sizes.png
(4 px per µm)
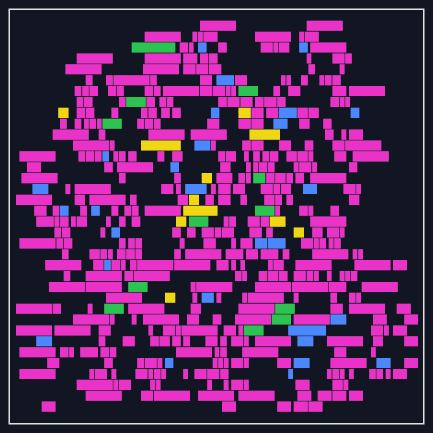
flops_by_reg.png
(4 px per µm) Other sequential cells in the stronger grey, the rest of the logic in the fainter grey.
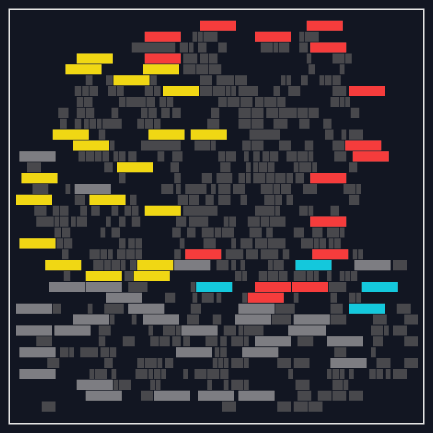
layer_met3.png
(4 px per µm)
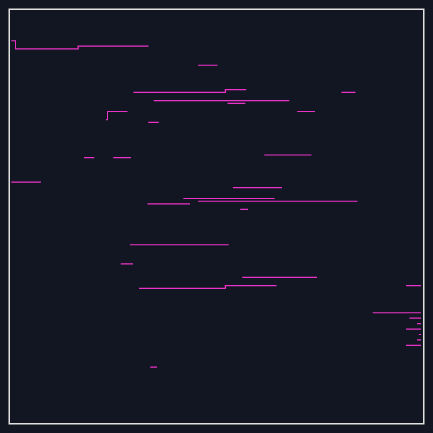
clocks.png
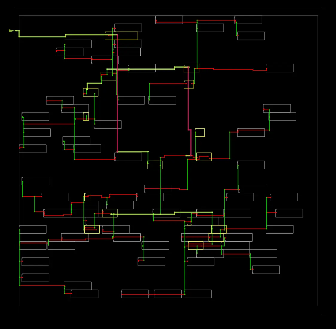
metal_density.png
(4 px per µm) 21 x 21 tiles, from black (low) to pale yellow (high), scaled to the fullest tile. Values are wire area over tile area, all layers added.
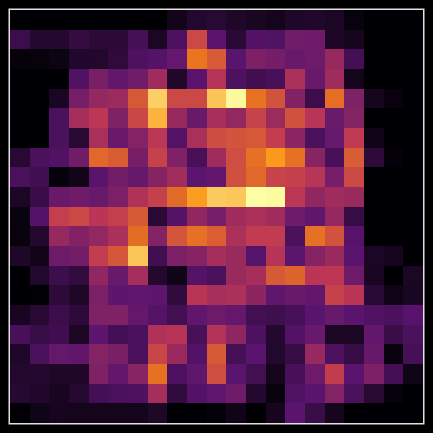
## src/rtl/dice_pkg.sv

```systemverilog
// Shared types and 7-segment constants for the dice game front end.
package dice_pkg;

  typedef enum logic {IDLE, TUMBLE} state_t;

  localparam logic [6:0] SEG_1    = 7'h06;
  localparam logic [6:0] SEG_2    = 7'h5B;
  localparam logic [6:0] SEG_3    = 7'h4F;
  localparam logic [6:0] SEG_4    = 7'h66;
  localparam logic [6:0] SEG_5    = 7'h6D;
  localparam logic [6:0] SEG_6    = 7'h7D;
  localparam logic [6:0] SEG_DASH = 7'h40;

  localparam logic [3:0] FACE_RESET = 4'd1;

  // Bit order {g,f,e,d,c,b,a}; anything that is not a die face shows a dash.
  function automatic logic [6:0] seg_decode(input logic [3:0] face_val);
    case (face_val)
      4'd1:    return SEG_1;
      4'd2:    return SEG_2;
      4'd3:    return SEG_3;
      4'd4:    return SEG_4;
      4'd5:    return SEG_5;
      4'd6:    return SEG_6;
      default: return SEG_DASH;
    endcase
  endfunction

endpackage

```

## src/rtl/btn_debounce.sv

```systemverilog
// Push-button conditioner: 2-flop synchroniser, stability counter, one-cycle press event.
module btn_debounce #(
  parameter int DEBOUNCE_CYCLES = 50000
) (
  input  logic clk,
  input  logic reset,
  input  logic btn_raw,
  output logic press_evt
);

  localparam int CW = $clog2(DEBOUNCE_CYCLES + 1);

  logic          sync_1;
  logic          sync_2;
  logic          btn_db;
  logic          btn_db_q;
  logic [CW-1:0] db_cnt;

  always_ff @(posedge clk or posedge reset) begin
    if (reset) begin
      sync_1    <= 1'b0;
      sync_2    <= 1'b0;
      btn_db    <= 1'b0;
      btn_db_q  <= 1'b0;
      press_evt <= 1'b0;
      db_cnt    <= '0;
    end else begin
      sync_1    <= btn_raw;
      sync_2    <= sync_1;
      btn_db_q  <= btn_db;
      press_evt <= btn_db & ~btn_db_q;
      // Level is accepted only after an unbroken run of differing samples.
      if (sync_2 != btn_db) begin
        if (db_cnt == CW'(DEBOUNCE_CYCLES - 1)) begin
          btn_db <= sync_2;
          db_cnt <= '0;
        end else begin
          db_cnt <= db_cnt + CW'(1);
        end
      end else begin
        db_cnt <= '0;
      end
    end
  end

endmodule

```

## src/rtl/dice_roll_sequencer.sv

```systemverilog
// Dice roll front end: debounced press launches a slowing burst of roll requests.
//   IDLE   | waiting for a press; done pulses here for one cycle after a roll
//   TUMBLE | issuing one roll_pulse per step, steps growing by STEP_INC
module dice_roll_sequencer
  import dice_pkg::*;
#(
  parameter int DEBOUNCE_CYCLES = 50000,
  parameter int STEP_BASE       = 100000,
  parameter int STEP_INC        = 25000,
  parameter int NUM_STEPS       = 8
) (
  input  logic       clk,
  input  logic       reset,
  input  logic       btn_raw,
  input  logic [3:0] dice_value,
  output logic       roll_pulse,
  output logic [3:0] face,
  output logic [6:0] seg,
  output logic       busy,
  output logic       done
);

  localparam int TW = $clog2(STEP_BASE + (NUM_STEPS - 1) * STEP_INC + 1);
  localparam int SW = $clog2(NUM_STEPS + 1);

  state_t        state;
  logic          press_evt;
  logic          load;
  logic [TW-1:0] timer;
  logic [TW-1:0] interval;
  logic [SW-1:0] step;

  btn_debounce #(.DEBOUNCE_CYCLES(DEBOUNCE_CYCLES)) u_btn_debounce (
    .clk       (clk),
    .reset     (reset),
    .btn_raw   (btn_raw),
    .press_evt (press_evt)
  );

  always_ff @(posedge clk or posedge reset) begin
    if (reset) begin
      state      <= IDLE;
      step       <= '0;
      interval   <= '0;
      timer      <= '0;
      roll_pulse <= 1'b0;
      busy       <= 1'b0;
      done       <= 1'b0;
      load       <= 1'b0;
      face       <= FACE_RESET;
    end else begin
      // Dice stage answers one cycle after the request, so capture is delayed by load.
      load       <= roll_pulse;
      if (load) face <= dice_value;
      done       <= 1'b0;
      roll_pulse <= 1'b0;
      case (state)
        IDLE: begin
          if (press_evt) begin
            state      <= TUMBLE;
            step       <= '0;
            interval   <= TW'(STEP_BASE);
            timer      <= '0;
            roll_pulse <= 1'b1;
            busy       <= 1'b1;
          end
        end
        TUMBLE: begin
          if (timer == interval - TW'(1)) begin
            if (step < SW'(NUM_STEPS - 1)) begin
              step       <= step + SW'(1);
              interval   <= interval + TW'(STEP_INC);
              timer      <= '0;
              roll_pulse <= 1'b1;
            end else begin
              state <= IDLE;
              busy  <= 1'b0;
              done  <= 1'b1;
            end
          end else begin
            timer <= timer + TW'(1);
          end
        end
        default: state <= IDLE;
      endcase
    end
  end

  assign seg = seg_decode(face);

endmodule

```

## config.mk

```make
export PLATFORM = sky130hd
export DESIGN_NAME = dice_roll_sequencer
export DESIGN_NICKNAME = d
export VERILOG_FILES = /design/src/rtl/dice_pkg.sv /design/src/rtl/btn_debounce.sv /design/src/rtl/dice_roll_sequencer.sv
export SDC_FILE = /design/constraint.sdc
export NUM_CORES = 1
export LEC_CHECK = 0
export CAP_MARGIN = 20
export CORE_UTILIZATION = 40
export CTS_CLUSTER_DIAMETER = 40
export DETAILED_ROUTE_END_ITERATION = 10
export PLACE_DENSITY = 0.56
export SLEW_MARGIN = 5
export SYNTH_ARGS = -nofsm -noshare
export SYNTH_HDL_FRONTEND = slang
export SYNTH_SLANG_ARGS = --single-unit
```

## constraint.sdc

```tcl
create_clock -name clk -period 4.1 [get_ports clk]
set_input_delay 0.615 -clock clk [delete_from_list [all_inputs] [get_ports clk]]
set_output_delay 0.615 -clock clk [all_outputs]
set_load 0.05 [all_outputs]
```

==> summary.txt <==
RSZ-0062 raised after global routing = no
Signal buffers = 26
Mapped Area = 4100 µm²
post-synthesis mux area share = 0.0238
Clock Skew = 0.00741 ns
Post-synth top flop = dfrtp_1
sequential group share of total power = 0.536
port buffer count = 20
vias in the first global route = 2,990
final slew viol count = 0
CP Launch Type = flop
combinational power = 26.8 µW
core area = 9860 µm²
die width = 103 µm
reg-to-reg startpoint = interval[3]$_DFFE_PP0P_
Adder Share, Synth = 0.0153
H-tree depth = 3
CP Capture Point = interval[3]$_DFFE_PP0P_
Final Hold Vio Count = 0
Largest cell class = combinational gates
total power = 1.28 mW
Pleak = 1.93 nW
GRT Max-Usage Layer = met1
minimum clock period = 3.40 ns
Clk pwr share = 0.443
register share after synthesis = 0.422
Fin Setup TNS = 0 ns
Initial Util = 0.416
gr usage total = 0.186
met3 usage = 0.0370
GPL Wtd Cong = 0.860
sw frac = 0.225
most frequent logic cell in the layout = dfrtp_1
status = complete, no violations
starting DRC count in detailed routing = 196
Worst Path Required = 4.33 ns
P_sw = 288 µW
Num CTS Buffers = 9
max cap viols = 0
About sizes.png:
[yellow] _3 and _4 cells | cells: 11
[green] _6 and larger | cells: 12
[magenta] _0 and _1 cells | cells: 413
[blue] _2 cells | cells: 28

About flops_by_reg.png:
[red] interval | sequential cells: 16
[cyan] step | sequential cells: 4
[yellow] timer | sequential cells: 19
sequential power: 686 µW
Util after Layout: 0.465
FF/Latch Area: 1730 µm²
Seq area share: 0.377

About layer_met3.png:
wire length on this layer: 343 µm
main direction: horizontal
nets with wire on the layer: 27
longest straight run: 39.6 µm

About clocks.png:
Clock group: 566 µW
CLK BUF: 11
seq_cells: 69
Latency at later pin: 0.34 ns

About metal_density.png:
densest ninth of the die: middle
fullest tile: 0.50
mean over tiles: 0.13
tiles over half the peak: 14%
nearly empty tiles: 16%

## cells in the mapped netlist, types with 4 or more instances
cell type / count / area share
a2111oi_0: 4 / 0.0085
a211oi_1: 6 / 0.011
a21oi_1: 25 / 0.031
a31oi_1: 6 / 0.0092
and3_1: 8 / 0.012
and4_1: 5 / 0.011
buf_2: 5 / 0.0061
buf_4: 4 / 0.0073
clkbuf_1: 12 / 0.011
dfrtp_1: 68 / 0.42
ha_1: 5 / 0.015
inv_1: 10 / 0.0092
mux2_2: 6 / 0.016
nand2_1: 37 / 0.034
nand2b_1: 6 / 0.0092
nand3_1: 19 / 0.023
nand4_1: 11 / 0.017
nor2_1: 46 / 0.042
nor2b_1: 6 / 0.0092
nor3_1: 11 / 0.013
o21ai_0: 23 / 0.028
o31ai_1: 6 / 0.011
or2_2: 9 / 0.014
or3_1: 16 / 0.024
or4_1: 5 / 0.0092
xnor2_1: 21 / 0.045
xor2_1: 16 / 0.034
## worst min-delay path by stage
stage	endpoint
global placement	u_btn_debounce.sync_2$_DFF_PP0_
floorplan	u_btn_debounce.sync_2$_DFF_PP0_
CTS	u_btn_debounce.sync_2$_DFF_PP0_
detailed placement	u_btn_debounce.sync_2$_DFF_PP0_
finish	u_btn_debounce.sync_2$_DFF_PP0_
global route	u_btn_debounce.sync_2$_DFF_PP0_
## worst max-delay path, stage by stage (launching register included)
cell       delay (ns)
dfrtp_1          0.46
nor4_1           0.55
nand2_1          0.14
or4_1            0.57
a2111oi_0        0.45
nor4b_4          0.27
buf_4            0.37
or2_1            0.15
buf_4            0.22
o21ai_0          0.10
## state kept, by name (all words and copies together), names as in the netlist, 4 cells and up
signal and cells:
timer 19, interval 16, step 4, face 4
u_btn_debounce.db_cnt 16
No activity file was given, so power comes from the tool's default toggle rates.
